$ cat config.mk
export PLATFORM = sky130hd
export DESIGN_NAME = lsb_encoder
export DESIGN_NICKNAME = d
export VERILOG_FILES = /design/src/rtl/lsb_encoder.sv
export SDC_FILE = /design/constraint.sdc
export NUM_CORES = 1
export LEC_CHECK = 0
export ABC_AREA = 1
export CORE_MARGIN = 4
export CORE_UTILIZATION = 56
export DETAILED_ROUTE_END_ITERATION = 10
export PLACE_DENSITY = 0.81
export SLEW_MARGIN = 20
export SYNTH_ARGS = -nofsm -noshare
export SYNTH_HDL_FRONTEND = slang
export SYNTH_SLANG_ARGS = --single-unit
$ cat constraint.sdc
create_clock -name clk -period 2.57 [get_ports clk]
set_clock_uncertainty 0.1 [all_clocks]
set_input_delay 0.257 -clock clk [delete_from_list [all_inputs] [get_ports clk]]
set_output_delay 0.257 -clock clk [all_outputs]
set_load 0.03 [all_outputs]
$ cat src/rtl/lsb_encoder.sv
// lsb_encoder: steganographic LSB encoder.
//
// Embeds a byte-stream message into the low BPB bits of a cover-image byte stream.
// Output frame layout:
//   - a LEN_W-bit length header (payload length in bits, MSB byte first);
//   - the payload, each byte split MSB-chunk-first over 8/BPB cover bytes;
//   - the remaining cover bytes, passed through unmodified.
//
// Optional feature (macro LSB_ENC_CHECKSUM_EN): after the payload, one extra byte holding
// the XOR of all payload bytes is embedded. The header length does not count this byte.
//
// Ports:
//   clk, rst                          clock, synchronous active-high reset
//   start, len_bits                   begin a frame (IDLE only), payload length in bits
//   cover_in/valid/last/ready         cover byte stream (input)
//   msg_in/valid/ready                payload byte stream (input)
//   stego_out/valid/last/ready        stego byte stream (output, 1-deep register)
//   busy                              high from start until done
//   done                              1-cycle pulse when the final stego byte is accepted
//   err                               sticky: cover ended before embedding completed

module lsb_encoder #(
    parameter int unsigned BPB   = 2,
    parameter int unsigned LEN_W = 24
) (
    input  logic             clk,
    input  logic             rst,
    input  logic             start,
    input  logic [LEN_W-1:0] len_bits,
    input  logic [7:0]       cover_in,
    input  logic             cover_valid,
    input  logic             cover_last,
    output logic             cover_ready,
    input  logic [7:0]       msg_in,
    input  logic             msg_valid,
    output logic             msg_ready,
    output logic [7:0]       stego_out,
    output logic             stego_valid,
    output logic             stego_last,
    input  logic             stego_ready,
    output logic             busy,
    output logic             done,
    output logic             err
);

    localparam int unsigned NChunk = 8 / BPB;
    localparam int unsigned NHdr   = LEN_W / 8;
    localparam int unsigned CntW   = LEN_W - 3;

    typedef enum logic [2:0] {
        StIdle,
        StHdr,
        StLoad,
        StEmbed,
        StPass,
        StDone
`ifdef LSB_ENC_CHECKSUM_EN
        , StCsum
`endif
    } state_e;

    state_e           state_q;
    logic [7:0]       sreg_q;
    logic [2:0]       chunk_q;
    logic [7:0]       hdr_idx_q;
    logic [CntW-1:0]  byte_cnt_q;
    logic [LEN_W-1:0] len_q;
    logic [7:0]       stego_out_q;
    logic             stego_valid_q;
    logic             stego_last_q;
    logic             done_q;
    logic             err_q;
`ifdef LSB_ENC_CHECKSUM_EN
    logic [7:0]       csum_q;
`endif

    logic            out_free;
    logic            embed_st;
    logic            cover_fire;
    logic            msg_fire;
    logic            chunk_end;
    logic            hdr_end;
    logic            pay_end;
    logic [7:0]      embed_byte;
    logic [CntW-1:0] pay_bytes;
    logic [CntW-1:0] byte_cnt_inc;

    // Header byte idx (0 = most significant byte of the length field).
    function automatic logic [7:0] hdr_byte(input logic [LEN_W-1:0] len, input int unsigned idx);
        logic [LEN_W-1:0] sh;
        sh = len >> (8 * (NHdr - 1 - idx));
        return sh[7:0];
    endfunction

    // States that consume cover bytes.
    always_comb begin
        embed_st = 1'b0;
        case (state_q)
            StHdr, StEmbed, StPass: embed_st = 1'b1;
`ifdef LSB_ENC_CHECKSUM_EN
            StCsum:                 embed_st = 1'b1;
`endif
            default:                embed_st = 1'b0;
        endcase
    end

    // The stego register can take a new byte when empty or draining this cycle.
    assign out_free     = !stego_valid_q || stego_ready;
    assign cover_ready  = embed_st && out_free;
    assign msg_ready    = (state_q == StLoad);
    assign cover_fire   = cover_valid && cover_ready;
    assign msg_fire     = msg_valid && msg_ready;
    assign chunk_end    = (chunk_q == 3'(NChunk - 1));
    assign hdr_end      = (hdr_idx_q == 8'(NHdr - 1));
    assign pay_bytes    = len_q[LEN_W-1:3];
    assign byte_cnt_inc = byte_cnt_q + CntW'(1);
    assign pay_end      = (byte_cnt_inc == pay_bytes);
    assign embed_byte   = {cover_in[7:BPB], sreg_q[7:8-BPB]};

    assign stego_out   = stego_out_q;
    assign stego_valid = stego_valid_q;
    assign stego_last  = stego_last_q;
    assign done        = done_q;
    assign err         = err_q;
    assign busy        = (state_q != StIdle);

    always_ff @(posedge clk) begin
        if (rst) begin
            state_q       <= StIdle;
            sreg_q        <= 8'h00;
            chunk_q       <= 3'd0;
            hdr_idx_q     <= 8'd0;
            byte_cnt_q    <= '0;
            len_q         <= '0;
            stego_out_q   <= 8'h00;
            stego_valid_q <= 1'b0;
            stego_last_q  <= 1'b0;
            done_q        <= 1'b0;
            err_q         <= 1'b0;
`ifdef LSB_ENC_CHECKSUM_EN
            csum_q        <= 8'h00;
`endif
        end else begin
            done_q <= 1'b0;

            // Output register: drain on accept, refill on every accepted cover byte.
            if (stego_valid_q && stego_ready) begin
                stego_valid_q <= 1'b0;
                stego_last_q  <= 1'b0;
            end
            if (cover_fire) begin
                stego_valid_q <= 1'b1;
                stego_last_q  <= cover_last;
                stego_out_q   <= (state_q == StPass) ? cover_in : embed_byte;
            end

            // Chunk shifting is common to all embedding states.
            if (cover_fire && state_q != StPass) begin
                sreg_q  <= sreg_q << BPB;
                chunk_q <= chunk_end ? 3'd0 : chunk_q + 3'd1;
            end

            case (state_q)
                StIdle: begin
                    if (start) begin
                        len_q      <= len_bits;
                        sreg_q     <= hdr_byte(len_bits, 0);
                        chunk_q    <= 3'd0;
                        hdr_idx_q  <= 8'd0;
                        byte_cnt_q <= '0;
                        err_q      <= 1'b0;
`ifdef LSB_ENC_CHECKSUM_EN
                        csum_q     <= 8'h00;
`endif
                        state_q    <= StHdr;
                    end
                end

                StHdr: begin
                    if (cover_fire) begin
                        if (cover_last) begin
                            err_q   <= 1'b1;
                            state_q <= StDone;
                        end else if (chunk_end) begin
                            if (!hdr_end) begin
                                hdr_idx_q <= hdr_idx_q + 8'd1;
                                sreg_q    <= hdr_byte(len_q, 32'(hdr_idx_q) + 1);
                            end else if (pay_bytes != '0) begin
                                state_q <= StLoad;
                            end else begin
`ifdef LSB_ENC_CHECKSUM_EN
                                // Empty payload still carries a zero checksum byte.
                                sreg_q  <= 8'h00;
                                state_q <= StCsum;
`else
                                state_q <= StPass;
`endif
                            end
                        end
                    end
                end

                StLoad: begin
                    if (msg_fire) begin
                        sreg_q  <= msg_in;
`ifdef LSB_ENC_CHECKSUM_EN
                        csum_q  <= csum_q ^ msg_in;
`endif
                        state_q <= StEmbed;
                    end
                end

                StEmbed: begin
                    if (cover_fire) begin
                        if (cover_last) begin
                            err_q   <= 1'b1;
                            state_q <= StDone;
                        end else if (chunk_end) begin
                            byte_cnt_q <= byte_cnt_inc;
                            if (pay_end) begin
`ifdef LSB_ENC_CHECKSUM_EN
                                sreg_q  <= csum_q;
                                state_q <= StCsum;
`else
                                state_q <= StPass;
`endif
                            end else begin
                                state_q <= StLoad;
                            end
                        end
                    end
                end

`ifdef LSB_ENC_CHECKSUM_EN
                StCsum: begin
                    if (cover_fire) begin
                        if (cover_last) begin
                            err_q   <= 1'b1;
                            state_q <= StDone;
                        end else if (chunk_end) begin
                            state_q <= StPass;
                        end
                    end
                end
`endif

                StPass: begin
                    if (cover_fire && cover_last) begin
                        state_q <= StDone;
                    end
                end

                StDone: begin
                    if (stego_valid_q && stego_ready && stego_last_q) begin
                        done_q  <= 1'b1;
                        state_q <= StIdle;
                    end
                end

                default: state_q <= StIdle;
            endcase
        end
    end

endmodule
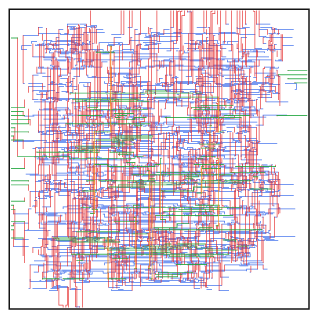
(images/metal_stack.png)
(3 px per micron)
Key: met3 = green [wire length 1300 microns]; met1 = blue [wire length 5980 microns]; met2 = red [wire length 6450 microns]; met4 = orange [wire length 231 microns]
combined global-route utilization of all metal layers: 28.2%
final wirelength: 14000 microns
Avg WL per Cell: 15.9 microns
total number of vias: 5076

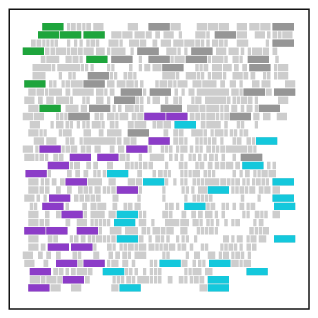
(images/registers.png)
(3 px per micron)
Key: len_q = purple [placed flops 24]; byte_cnt_q = cyan [placed flops 21]; hdr_idx_q = green [placed flops 8, where top left]
share of the final layout cell area in sequential cells: 28.1%
combined flip-flop and latch cell area: 0.00158 sq mm
sequential-cell power consumption: 1.81 mW

==> summary.txt <==
The flow completed. H-tree depth landed at 3. The die covers 0.00989 sq mm. Internal power comes to a little under 3 mW. Switching power landed at 2.26 mW.

Highest ir drop seen on vdd landed at 423 uV. Yosys printed 0 warnings. In this run the maximum-capacitance check reported violations numbering 0. In this run the clock root is driven by a clkbuf_8. Post-synthesis to final-layout area growth landed at 20.4%. Sequential element share of the synthesized area landed at 33.8%.

Count of tool warnings landed at 28. Looking at the cell usage after synthesis, the top flip-flop cell is dfxtp_1. Buffer levels on the longest clock path landed at 2. From bottom edge to top edge, the die measures 99.4 microns. Combinational cells account for roughly 44% of the total power. Detailed placement HPWL landed at 10500 microns. Total clock buffers created by CTS landed at 9. The min-delay analysis places its worst path in the category input pin to flop.

Number of instances in the synthesized netlist landed at 709. Critical path arrival landed at 2.04 ns. Clock latency at the later pin of the worst-skew pair landed at 0.36 ns.

Post-synth tally of flip-flops with integrated enable landed at 0. Data required time of the worst path landed at 2.21 ns. Max-slew violation count landed at 0. Area inside the core boundary landed at 0.00818 sq mm. Number of antenna violations at the first check in global routing landed at 0.

Wire length of the first global-routing pass landed at 22400 microns. STA classifies the critical path startpoint as a flop. Shortest period the worst path allows landed at roughly 2.4 ns.

Among all stages on the critical path, the largest delay is contributed by clkdlybuf4s50_1. Part of the power in registers landed at between 30% and 40%. The share of the core area taken by cells at floorplan is a little under three fifths. Ranked by instance count, the synthesized netlist is headed by nand2_1 (183), inv_1 (84), dfxtp_1 (79). The highest clock rate this design can be run at is 417 MHz. By area the synthesized netlist is led by dfxtp_1 (34%), nand2_1 (15%), inv_1 (6.7%).

Among cell families on the critical path, the largest total delay comes from buffers and inverters. Slew of the pin with the lowest slew margin landed at 0.561 ns. Setup repair after global routing left no endpoint under its margin. Per the detail_route report, vias per standard cell equal 5.78. Number of placement rows landed at 33. met2 track demand over resource after global routing is 44.3%.

In this run the most used layer during global routing was met2. After detailed routing, no signal wire sits above met4. Yosys stat cell total landed at 709.

STA classifies the critical path endpoint as an output port. The routed wirelength on the met1 layer is recorded as approximately 6000 microns. Number of setup violations in the final report landed at 0. For this design the ratio of total power to cell area is between 900 and 1000 mW/mm^2.

Clock sink count landed at 79. Leakage power total landed at 2.30 nW. The floorplan step set the die width to just under 100 microns. Clock-pin slew on the worst setup and hold paths landed at roughly 0.090 ns.

Per the repair_timing log after CTS, setup buffers inserted total 0. Yosys instantiated no cell more often than nand2_1. Overall power after layout landed at about 5.2 mW. Final weighted congestion of routability-driven global placement landed at about 1.1. The worst setup path is of the flop to output port kind.

TritonCTS built the clock tree. Layout filler cell count landed at roughly 700. Synthesis inferred 79 register bits. Count of pins on the block boundary landed at 62.

Buffers placed on the I/O ports in this run total 61. Final cycle utilization of the critical path landed at 93.3%. The number of nets handed over by synthesis was 762.

Entering global routing, the biggest net connects 45 pins. For this run, the script counts the antenna cells in the layout as 0. In the detailed route, the total length drawn on met2 is 6450 microns. The gate-level netlist out of Yosys references 47 unique cell types.

The timing report shows the most common cell along the critical path to be nand2_2. Remaining design rule violation count landed at 0. Top fanout value on the critical path landed at 5. Top cell type's share of synthesized area landed at between 30% and 40%. Met3 wire length landed at 1300 microns. Cells with a size suffix above 1 make up 9.44% of the layout. Counting flops with an async set or reset pin after synthesis yields a share of 0%. The run finished with clean final reports. Per-instance average area after synthesis landed at 6.60 sq um.

Switching share of power landed at a little over two fifths. The via count of the first global-routing pass is around 4.7k. According to the finish report, the design has a final net count of just over 800. Of all cell types, the one taking the most synthesized area is dfxtp_1.

Count of endpoints failing hold in the final timing report landed at 0. According to the Yosys statistics, the synthesized design has a chip area of 0.00468 sq mm. Peak per-stage delay on the critical path landed at 0.66 ns.

Headroom to the max-slew limit came out at 62.5%. The first routing iteration left 330 violations. Global routing consumed, on the met1 layer, 37.9% of the routing resources. Total standard cell area after synthesis landed at approximately 0.0047 sq mm. Listed in order, past its start point the critical path passes inv_1 -> nor2_2 -> nand2_2 -> nand3_2 -> nand2_2 -> inv_2 -> clkdlybuf4s50_1.
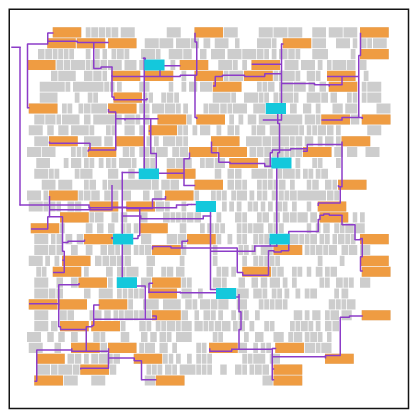
(images/clock_map.png)
(4 px per micron)
Key: flip-flops = orange [count 79]; clock wires = purple [length 1060 microns]; cells driving clock nets = cyan [count 9]
Position of the flops: widely spread. There are 10 routed clock nets.

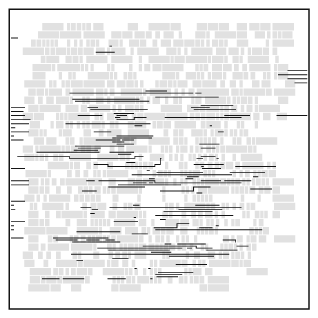
(images/met3.png)
(3 px per micron)
The layer holds 9.3% of the routed length. The longest straight run is 52.4 microns.
met3 capacity usage during global routing: 5.54%

[path summary, 6_finish.rpt]
check                                              from                         to  slack [ns]  cells after the start
worst max-delay path            state_q[0]$_SDFFE_PP0P_                cover_ready        0.17                      7
worst min-delay path                        cover_in[6]  stego_out[6]$_SDFFE_PP0N_        0.35                      3
worst max register to register  state_q[0]$_SDFFE_PP0P_  hdr_idx_q[7]$_SDFFE_PP0P_        0.24                     17
worst min register to register    chunk_q[2]$_SDFF_PP0_      chunk_q[2]$_SDFF_PP0_        0.36                      2
[area by class of cell]
class | count | share of cell area, %
timing repair buffer | 73 | 12.7
clock inverter | 6 | 1.66
inverter | 92 | 6.19
clock buffer | 10 | 2.26
tap | 105 | 2.33
multi-input combinational | 513 | 46.8
sequential | 79 | 28.1
[cells by family (layout without fill, tap and decap cells)]
kind of cell / Yosys count / in the layout / synth area share [%]
AOI/OAI and AO/OA: 156 / 156 / 19.8
muxes: 1 / 1 / 0.240
buffers and inverters: 117 / 181 / 9.89
xor gates and xnor gates: 1 / 1 / 0.187
and+or+nand+nor: 349 / 349 / 34.5
DFF: 79 / 79 / 33.8
adders and majority gates: 6 / 6 / 1.60
[flip-flops by register name, summed over array words and instances (netlist names)]
name,cells
len_q,24
byte_cnt_q,21
hdr_idx_q,8
sreg_q,8
stego_out,8
chunk_q,3
state_q,3
done,1
err,1
stego_last,1
stego_valid,1
[worst reg2reg max path, stage by stage (launching register included)]
cell	delay [ns]
dfxtp_1	0.43
inv_1	0.09
nor2_2	0.16
nand2_2	0.13
nand3_2	0.09
nand2_2	0.05
inv_2	0.07
nand2_4	0.11
nor2_4	0.13
nand2_2	0.10
nor2_4	0.12
nand2_4	0.11
nand2_8	0.11
nand4_4	0.09
nor2_2	0.15
nand3_1	0.10
nand2_1	0.07
nor2_1	0.04
[metrics by stage]
stage                     util, %  instances  worst slack, ns  hold slack [ns]  instance area [sq um]
after floorplan                 -        709            0.253            0.292                   4680
after global placement       66.2        862            0.312            0.340                   5410
after CTS                    68.9        878            0.184            0.347                   5630
final                        68.9        878            0.173            0.347                   5640
after global routing         68.9        878          0.00601            0.358                   5640
after detailed placement     66.2        862            0.209            0.343                   5410
[power by group through the flow]
stage          registers (mW)  logic [mW]  clock network, mW
2_1_floorplan            1.82        1.54                  0
3_3_place_gp             1.81        2.18                  0
3_5_place_dp             1.82        2.24                  0
4_1_cts                  1.80        2.26               1.06
5_1_grt                  1.85        2.52               1.12
6_report                 1.81        2.30               1.06
[what timing repair did]
action / 4_1_cts / 5_1_grt
hold endpoints to repair: 0 / 0
setup endpoints to repair: 0 / 2
resized: 0 / 1
[cell usage in the layout (no fill, tap or decap), types with 2 or more instances in the layout]
cell,count
nor2_1,58
nand2_2,10
clkinv_4,2
nor4_1,4
o22ai_1,8
o21bai_1,3
clkdlybuf4s50_1,61
nand4_1,10
ha_1,6
a41oi_1,5
nand2_1,182
nand2_4,2
nor2_2,7
nand3_1,53
a31oi_1,13
o2111ai_1,2
o211ai_1,5
clkbuf_8,9
a21oi_1,48
nor3_1,7
inv_1,84
o21ai_1,3
nor2_4,6
dfxtp_1,79
inv_2,6
a21oi_2,2
a211oi_1,17
nand3_2,2
o21ai_0,45
bufinv_16,2
buf_4,11
Power is estimated from default activity; no workload was simulated.
